==> src/rtl/add_sequencer32.sv <==
// -----------------------------------------------------------------------------
// add_sequencer32
//
// Purpose
//   Multi-cycle adder that produces an (8*WORDS)-bit sum using one 8-bit
//   ripple-carry adder, reused once per 8-bit slice, least significant slice
//   first. An operation takes WORDS cycles in RUN, followed by one DONE cycle.
//
// Parameters
//   WORDS      number of 8-bit slices per operand (legal 2..8)
//
// Ports
//   clk        in   single clock, all state changes on the rising edge
//   reset      in   asynchronous, active-high reset
//   start      in   request a new operation (looked at only in IDLE or DONE)
//   a, b       in   operands, 8*WORDS bits, captured when start is accepted
//   carryIn    in   initial carry for addition, captured with the operands
//   op         in   0 = add, 1 = subtract (only when ADD_SEQ_SUB_EN is defined)
//   busy       out  high while the slices are being processed (RUN)
//   done       out  one-cycle pulse, result fields valid
//   sum        out  result, held until the next accepted start
//   carryOut   out  carry out of the top slice (for subtract: 1 = no borrow)
//   overflow   out  signed overflow of the full-width result
//   state_dbg  out  current FSM state (0 = IDLE, 1 = RUN, 2 = DONE)
//
// Configuration
//   ADD_SEQ_SUB_EN  when defined, adds the op port and subtract support.
//                   Without it the block only adds, using carryIn.
//
// Handshake
//   start is a request with no ready signal: it is accepted on any rising
//   edge where the FSM is in IDLE or DONE and reset is low. While busy is
//   high start is ignored. done is high for exactly the one cycle after the
//   last slice has been written; sum/carryOut/overflow are valid from then
//   until the next accepted start. Holding start high restarts from every
//   DONE cycle, giving one result every WORDS+1 cycles.
// -----------------------------------------------------------------------------

// 8-bit ripple-carry adder. Also exports the carry into bit 7 so the parent
// can derive signed overflow of the top slice.
module add_seq_rca8 (
    input  logic [7:0] x,
    input  logic [7:0] y,
    input  logic       cin,
    output logic [7:0] s,
    output logic       c_msb_in,
    output logic       cout
);

    always_comb begin
        logic [8:0] c;
        c    = 9'd0;
        s    = 8'd0;
        c[0] = cin;
        for (int i = 0; i < 8; i++) begin
            s[i]     = x[i] ^ y[i] ^ c[i];
            c[i + 1] = (x[i] & y[i]) | (c[i] & (x[i] ^ y[i]));
        end
        c_msb_in = c[7];
        cout     = c[8];
    end

endmodule

module add_sequencer32 #(
    parameter int WORDS = 4
) (
    input  logic                 clk,
    input  logic                 reset,
    input  logic                 start,
    input  logic [8*WORDS-1:0]   a,
    input  logic [8*WORDS-1:0]   b,
    input  logic                 carryIn,
`ifdef ADD_SEQ_SUB_EN
    input  logic                 op,
`endif
    output logic                 busy,
    output logic                 done,
    output logic [8*WORDS-1:0]   sum,
    output logic                 carryOut,
    output logic                 overflow,
    output logic [1:0]           state_dbg
);

    localparam int W  = 8 * WORDS;
    localparam int IW = (WORDS > 1) ? $clog2(WORDS) : 1;

    localparam logic [IW-1:0] LAST_IDX = IW'(WORDS - 1);

    localparam logic [1:0] S_IDLE = 2'd0;
    localparam logic [1:0] S_RUN  = 2'd1;
    localparam logic [1:0] S_DONE = 2'd2;

    // -------------------------------------------------------------------------
    // State
    // -------------------------------------------------------------------------
    logic [1:0]    state_q,     state_d;
    logic [IW-1:0] idx_q,       idx_d;
    logic [W-1:0]  a_q,         a_d;
    logic [W-1:0]  b_q,         b_d;      // B already in its effective form
    logic          carry_q,     carry_d;
    logic [W-1:0]  sum_q,       sum_d;
    logic          carry_out_q, carry_out_d;
    logic          overflow_q,  overflow_d;

    // -------------------------------------------------------------------------
    // Operand conditioning at capture time. Subtraction is A + ~B + 1, so the
    // inversion and the forced carry are applied once, when operands are
    // latched, and the slice datapath stays a plain adder.
    // -------------------------------------------------------------------------
    logic [W-1:0] b_eff;
    logic         cin_init;

    always_comb begin
`ifdef ADD_SEQ_SUB_EN
        b_eff    = op ? ~b : b;
        cin_init = op ? 1'b1 : carryIn;
`else
        b_eff    = b;
        cin_init = carryIn;
`endif
    end

    // -------------------------------------------------------------------------
    // Slice selection feeding the single shared adder.
    // -------------------------------------------------------------------------
    logic [7:0] a_slice;
    logic [7:0] b_slice;

    always_comb begin
        a_slice = 8'd0;
        b_slice = 8'd0;
        for (int i = 0; i < WORDS; i++) begin
            if (idx_q == IW'(i)) begin
                a_slice = a_q[i*8 +: 8];
                b_slice = b_q[i*8 +: 8];
            end
        end
    end

    logic [7:0] add_s;
    logic       add_c_msb_in;
    logic       add_cout;

    add_seq_rca8 u_rca (
        .x        (a_slice),
        .y        (b_slice),
        .cin      (carry_q),
        .s        (add_s),
        .c_msb_in (add_c_msb_in),
        .cout     (add_cout)
    );

    // -------------------------------------------------------------------------
    // Next-state logic
    // -------------------------------------------------------------------------
    always_comb begin
        state_d     = state_q;
        idx_d       = idx_q;
        a_d         = a_q;
        b_d         = b_q;
        carry_d     = carry_q;
        sum_d       = sum_q;
        carry_out_d = carry_out_q;
        overflow_d  = overflow_q;

        case (state_q)
            S_IDLE, S_DONE: begin
                if (start) begin
                    state_d = S_RUN;
                    a_d     = a;
                    b_d     = b_eff;
                    carry_d = cin_init;
                    idx_d   = '0;
                end else begin
                    state_d = S_IDLE;
                end
            end

            S_RUN: begin
                // Sum slices are written in place; upper slices still hold
                // stale data until their turn comes.
                for (int i = 0; i < WORDS; i++) begin
                    if (idx_q == IW'(i)) begin
                        sum_d[i*8 +: 8] = add_s;
                    end
                end
                carry_d = add_cout;

                if (idx_q == LAST_IDX) begin
                    state_d     = S_DONE;
                    idx_d       = '0;
                    carry_out_d = add_cout;
                    // Top slice: carry into the sign bit vs carry out of it.
                    overflow_d  = add_c_msb_in ^ add_cout;
                end else begin
                    idx_d = idx_q + IW'(1);
                end
            end

            default: begin
                state_d = S_IDLE;
                idx_d   = '0;
            end
        endcase
    end

    // -------------------------------------------------------------------------
    // Registers
    // -------------------------------------------------------------------------
    always_ff @(posedge clk or posedge reset) begin
        if (reset) begin
            state_q     <= S_IDLE;
            idx_q       <= '0;
            a_q         <= '0;
            b_q         <= '0;
            carry_q     <= 1'b0;
            sum_q       <= '0;
            carry_out_q <= 1'b0;
            overflow_q  <= 1'b0;
        end else begin
            state_q     <= state_d;
            idx_q       <= idx_d;
            a_q         <= a_d;
            b_q         <= b_d;
            carry_q     <= carry_d;
            sum_q       <= sum_d;
            carry_out_q <= carry_out_d;
            overflow_q  <= overflow_d;
        end
    end

    // -------------------------------------------------------------------------
    // Outputs
    // -------------------------------------------------------------------------
    assign busy      = (state_q == S_RUN);
    assign done      = (state_q == S_DONE);
    assign sum       = sum_q;
    assign carryOut  = carry_out_q;
    assign overflow  = overflow_q;
    assign state_dbg = state_q;

endmodule

==> config.mk <==
export PLATFORM = sky130hd
export DESIGN_NAME = add_sequencer32
export DESIGN_NICKNAME = d
export VERILOG_FILES = /design/src/rtl/add_sequencer32.sv
export SDC_FILE = /design/constraint.sdc
export NUM_CORES = 1
export LEC_CHECK = 0
export CAP_MARGIN = 25
export CORE_MARGIN = 2
export CORE_UTILIZATION = 52
export CTS_BUF_LIST = sky130_fd_sc_hd__clkbuf_2 sky130_fd_sc_hd__clkbuf_4 sky130_fd_sc_hd__clkbuf_8
export DETAILED_ROUTE_END_ITERATION = 7
export PLACE_DENSITY = 0.82
export RECOVER_POWER = 50
export SYNTH_ARGS = -nofsm -noshare
export SYNTH_HDL_FRONTEND = slang
export SYNTH_HIERARCHICAL = 1
export SYNTH_SLANG_ARGS = --single-unit
==> constraint.sdc <==
create_clock -name clk -period 5.34 [get_ports clk]
set_input_delay 1.335 -clock clk [delete_from_list [all_inputs] [get_ports clk]]
set_output_delay 1.335 -clock clk [all_outputs]
set_load 0.01 [all_outputs]
Fig. 1: sequential cells colored by netlist name
Drawn at 4 px/um. Other sequential cells in the stronger gray, the rest of the logic in the fainter gray.
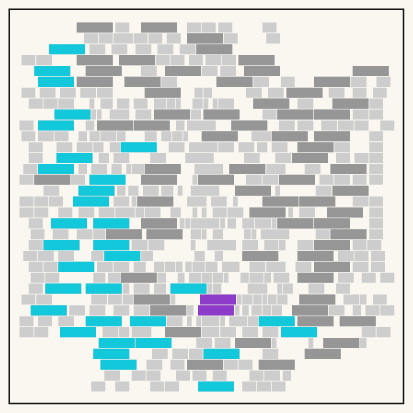
Cyan shows b_q, flops 32. Purple shows idx_q, flops 2.

Fig. 2: clock routing
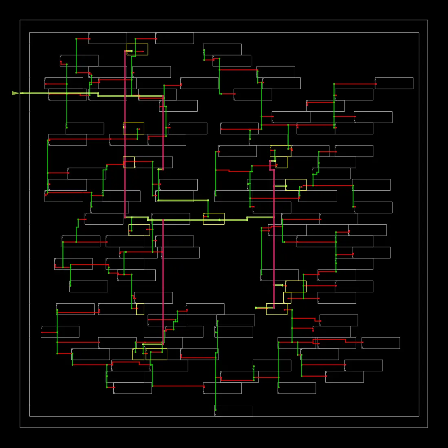
CTS Buf Count: 9
clk ins delay skew pair: 0.36 ns
Clock group: 0.419 mW
CLK BUF: 10
# clock sinks: 103

Fig. 3: nets reached from selected ports
Drawn at 4 px/um.
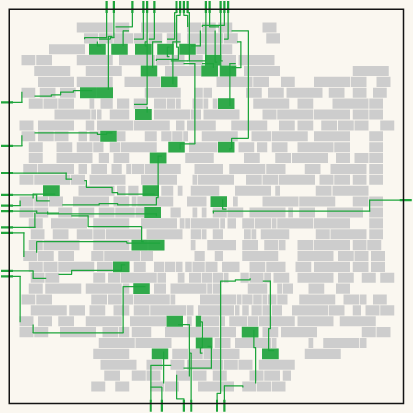
Green shows a, bits 32, direction input, end cells 32, wire 902 um.
I/O Buffers: 105
Ports: 106

-- Yosys cell counts (2+ instances only) --
master	count	area [sq um]
o21ai_0	4	20.02
clkbuf_1	6	22.52
nand2_4	3	33.78
mux2_2	90	1013
dfrtp_1	103	2577
buf_6	4	45.04
mux2_1	6	67.56
inv_1	15	56.30
nand2_1	20	75.07
nor2b_1	16	100.1
buf_2	7	35.03
fa_1	8	160.2
a221oi_1	15	131.4
ha_1	4	50.05
o31ai_1	17	127.6
a21oi_1	2	10.01
-- metal layers --
metal | share of wire, % | track usage [%] | vias to the layer above
li1 | - | - | 1377
met1 | 45 | 30.58 | 1564
met2 | 48 | 33.61 | 101
met3 | 5.7 | 3.579 | 14
met4 | 1.5 | 7.060 | 0
met5 | 0 | 0 | -
==> out/metrics.cfg <==
[status]
status = finished with violations
violations = max-capacitance violations, max-slew violations

[place]
place_area_sq_mm = 0.005752
dp_cells = 533
dp_hpwl_um = 7466
post-place-ws_ns = 0.5291

[die]
chipArea_sq_mm = 0.009646
fp_util_pct = 53.19
die_y_um = 98.22
num_tap_cells = 108
die_width_um = 98.22

[yosys]
ys_seq_share_pct = 55.84
ys_ff = 103
edf_count = 0
syn_nets = 411
logic_family = multiplexers
ys_sh_simple_pct = 5.449
ys_area_sq_mm = 0.004616
synthCells = 331
ys_types = 27
synth_adder_area_share_pct = 4.554
xor_area_share_pct = 0.1898
synth_top_flop_cell = dfrtp_1
mux_area_share_pct = 23.64
synthAoiAreaFrac_pct = 6.614

[pwr]
clkPwrFrac_pct = 10.6
power_mw = 3.937
powerComb_mw = 2.10
p_per_area_mw_per_mm2 = 669.0
p_comb_share_pct = 53.2
power_leakage_nw = 2.470
internal_power_mw = 2.437
p_seq_share_pct = 36.1

[sta]
finalSetupTns_ns = 0
whs_ns = 0.4990
fin_skew_ns = 0.01059
finalHoldViolations = 0
period_needed_ns = 4.905
final_max_slew_viol_count = 64
worst_slack_ns = 0.4351
achievable-frequency_mhz = 203.9
finalCritPeriodShare_pct = 91.85

[cells_and_area]
seq_share_pct = 43.79
final_cell_mix = dfrtp_1, mux2_2, clkdlybuf4s50_1
buffers_excl_clock = 112
final_util_pct = 67.82
largest_class = registers
final_area_sq_mm = 0.005886
layout.non_clock_inverters = 16
synthToLayoutAreaGrowth_pct = 27.51
clk_share_pct = 2.657
n_antenna_cell = 0
comb_share_pct = 31.55
flop-count = 103
bufAreaShareNonClock_pct = 18.64
drive_gt1_share_pct = 26.20
nets = 516
layout.cells.most_common = dfrtp_1

[critical_path]
critical_path_cell_count = 18
cp_slowest_cell = fa_1
cp_max_fo = 6
crit_chain = inv_1, ha_1, nor2b_1, a221oi_1, o31ai_1, fa_1, inv_1, fa_1, inv_1, fa_1, fa_1, fa_1, fa_1, inv_1, fa_1, inv_1, fa_1, mux2_2
arrival_ns = 5.15
worstSetupStartpoint = idx_q[0]
critPathCaptureType = register
path_buffers = 5
slowest_delay_ns = 0.50
crit_end = sum[7]
r2r_setup_slack_ns = 0.44
path_common_cell = fa_1

[clock_tree]
cts_buffer_depth = 2
ctsHtreeMaxLevel = 3
root_buffer = clkbuf_8
cts.clk_slew.worst_paths_ns = 0.10
cts_tree = yes

[global_routing]
grt_pass1_wl_um = 16230
grt_pass1_vias = 3155
overflow = 0
antenna_found_initial = 0

[routing]
drtIter0Drc = 162
first_pass_iters = 4
vias = 3056
drc = 0
wl_per_cell_um = 17.88
via_per_inst = 5.587

[min_path]
min_path_cells = 1
hp-start = sum[9]

[flow_run]
drv_cap = 1
warnings = 29

No activity file was given, so power comes from the tool's default toggle rates.
